==> config.mk <==
export PLATFORM = sky130hd
export DESIGN_NAME = obstacle_scheduler
export DESIGN_NICKNAME = d
export VERILOG_FILES = /design/src/rtl/dino_pkg.sv /design/src/rtl/obstacle_scheduler_gap_lfsr.sv /design/src/rtl/obstacle_scheduler.sv
export SDC_FILE = /design/constraint.sdc
export NUM_CORES = 1
export LEC_CHECK = 0
export CAP_MARGIN = 25
export CORE_MARGIN = 1
export CORE_UTILIZATION = 55
export DETAILED_ROUTE_END_ITERATION = 6
export PLACE_DENSITY = 0.8
export SLEW_MARGIN = 5
export SYNTH_ARGS = -nofsm -noshare
export SYNTH_HDL_FRONTEND = slang
export SYNTH_HIERARCHICAL = 1
export SYNTH_SLANG_ARGS = --single-unit
==> constraint.sdc <==
create_clock -name clk -period 3.4 [get_ports clk]
set_input_delay 0.34 -clock clk [delete_from_list [all_inputs] [get_ports clk]]
set_output_delay 0.34 -clock clk [all_outputs]
set_load 0.01 [all_outputs]
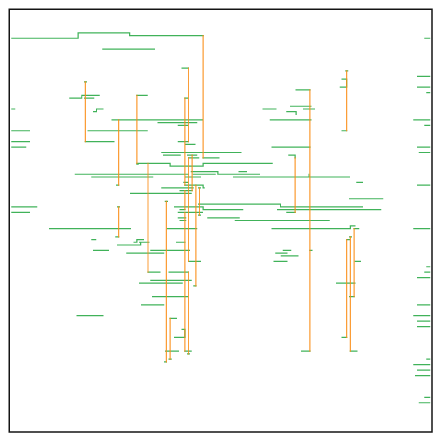
(images/layers.png)
Scale: 4 px per µm. Two of the layers only.
[green] M3 | wire length: 790 µm
[orange] M4 | wire length: 494 µm
wire per inst: 16.0 µm
Detailed Route WL: 13800 µm
All-Layer GR Usage: 25.6%
via count: 5037

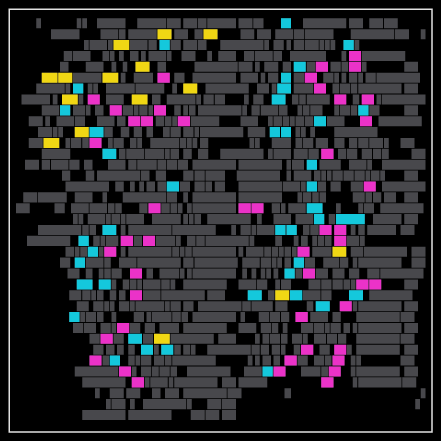
(images/gates.png)
Scale: 4 px per µm.
[cyan] non-inverting ao/oa cells | cells: 41
[yellow] mux cells | cells: 15
[magenta] xor and xnor cells | cells: 47
logic share of the area: 45.0%
non-filler cells, final: 862

==> impl_metrics.csv <==
group,metric,value,unit
setup_path,r2r_cells,11,
clock_tree,cts_root_buf,"clkbuf_8",
pwr,power.group.top,"registers",
layout,seq_share,32.7,%
min_path,hold_path.class,"flip-flop to flip-flop",
pwr,clk-power,762,µW
final_timing,whs,0.487,ns
synth,ys_seq_share,39.9,%
synth,yosys_warnings,6,
synth,synth-edff-count,66,
synth,ys_seq_elements,84,
setup_path,crit_slowest_cell,"clkdlybuf4s50_1",
setup_path,r2r_slack,0.55,ns
grt,grt_max_degree,19,
final_timing,hold_viol,0,
flow_run,cap_violations,0,
clock_tree,clock_path_buffers,2,
placed_design,place.gp.congestion,0.966,
run_status,status,"completed",
layout,num-nets-final,785,
pwr,pwr-share-comb,33.6,%
layout,comb_area,0.00323,mm²
pwr,p_clk_share,26.0,%
layout,n_all_inverters,61,
layout,diodes,0,
synth,syn_area,0.00587,mm²
layout,buffer_area_share,13.8,%
flow_run,tool_warnings,26,
clock_tree,cts_sinks,84,
setup_path,cp.required,3.62,ns
grt,gr-usage-met3,3.03,%
layout,largest_cell_class,"multi-input combinational cells",
drt,first_iter_violations,334,
grt,met2_usage,44.1,%
synth,yosys-stat-area,0.00587,mm²
final_timing,finalCritPeriodShare,92.8,%
synth,synthCells,609,
final_timing,rsz0062_at_grt,"false",
synth,syn_area_per_cell,9.64,µm²
floorplanning,fp-row-count,37,
grt,antenna_found_initial,0,
layout,signal_buffers,114,
synth,synth-async-reset-ratio,0,%
setup_path,crit_type,"input pin to flip-flop",
final_timing,finalMaxSlewViolations,0,
final_timing,fin_tns_setup,0,ns
final_timing,min_period,3.15,ns
layout,clockBufferCount,13,
synth,xor_share,7.01,%
floorplanning,fp.dieW,105,µm
final_timing,slew_headroom,53.1,%
floorplanning,chip_area,0.0111,mm²
grt,grt_pass1_wl,22300,µm
synth,top_cells_by_count,"edfxtp_1, nor2_1, inv_1",
synth,dominantRegCellSynth,"edfxtp_1",
synth,ys_types,73,
synth,ys_cells,609,
grt,grt_pass1_vias,4783,
drt,ant_nets,0,
drt,wl_met1,5740,µm
pwr,switching_power,940,µW
drt,post-route-drc-count,0,
placed_design,dp.cells,846,
pwr,p_leak,0.00298,µW
final_timing,fmax,0.317,GHz
synth,top_logic_kind,"AND-OR/OR-AND gates",
final_timing,fin_worst_skew,0.0132,ns
grt,use_met1,31.6,%
floorplanning,tap_cells,136,
synth,top_area_cell,"edfxtp_1",
setup_path,worstPathArrival,3.37,ns
setup_path,cp_num_buf_inv,5,
layout,final_layout_top_logic_cells,"nor2_1, edfxtp_1, buf_4",
floorplanning,core,0.0103,mm²
synth,top_cell_area_share,33.8,%
clock_tree,cts_tree,"yes",
floorplanning,num_io_pins,59,
layout,clock_area_share,2.98,%
placed_design,hpwlAfterDp,10600,µm
layout,fin_util,69.4,%
Power figures rest on the tool's default switching activity, not on a simulated workload.
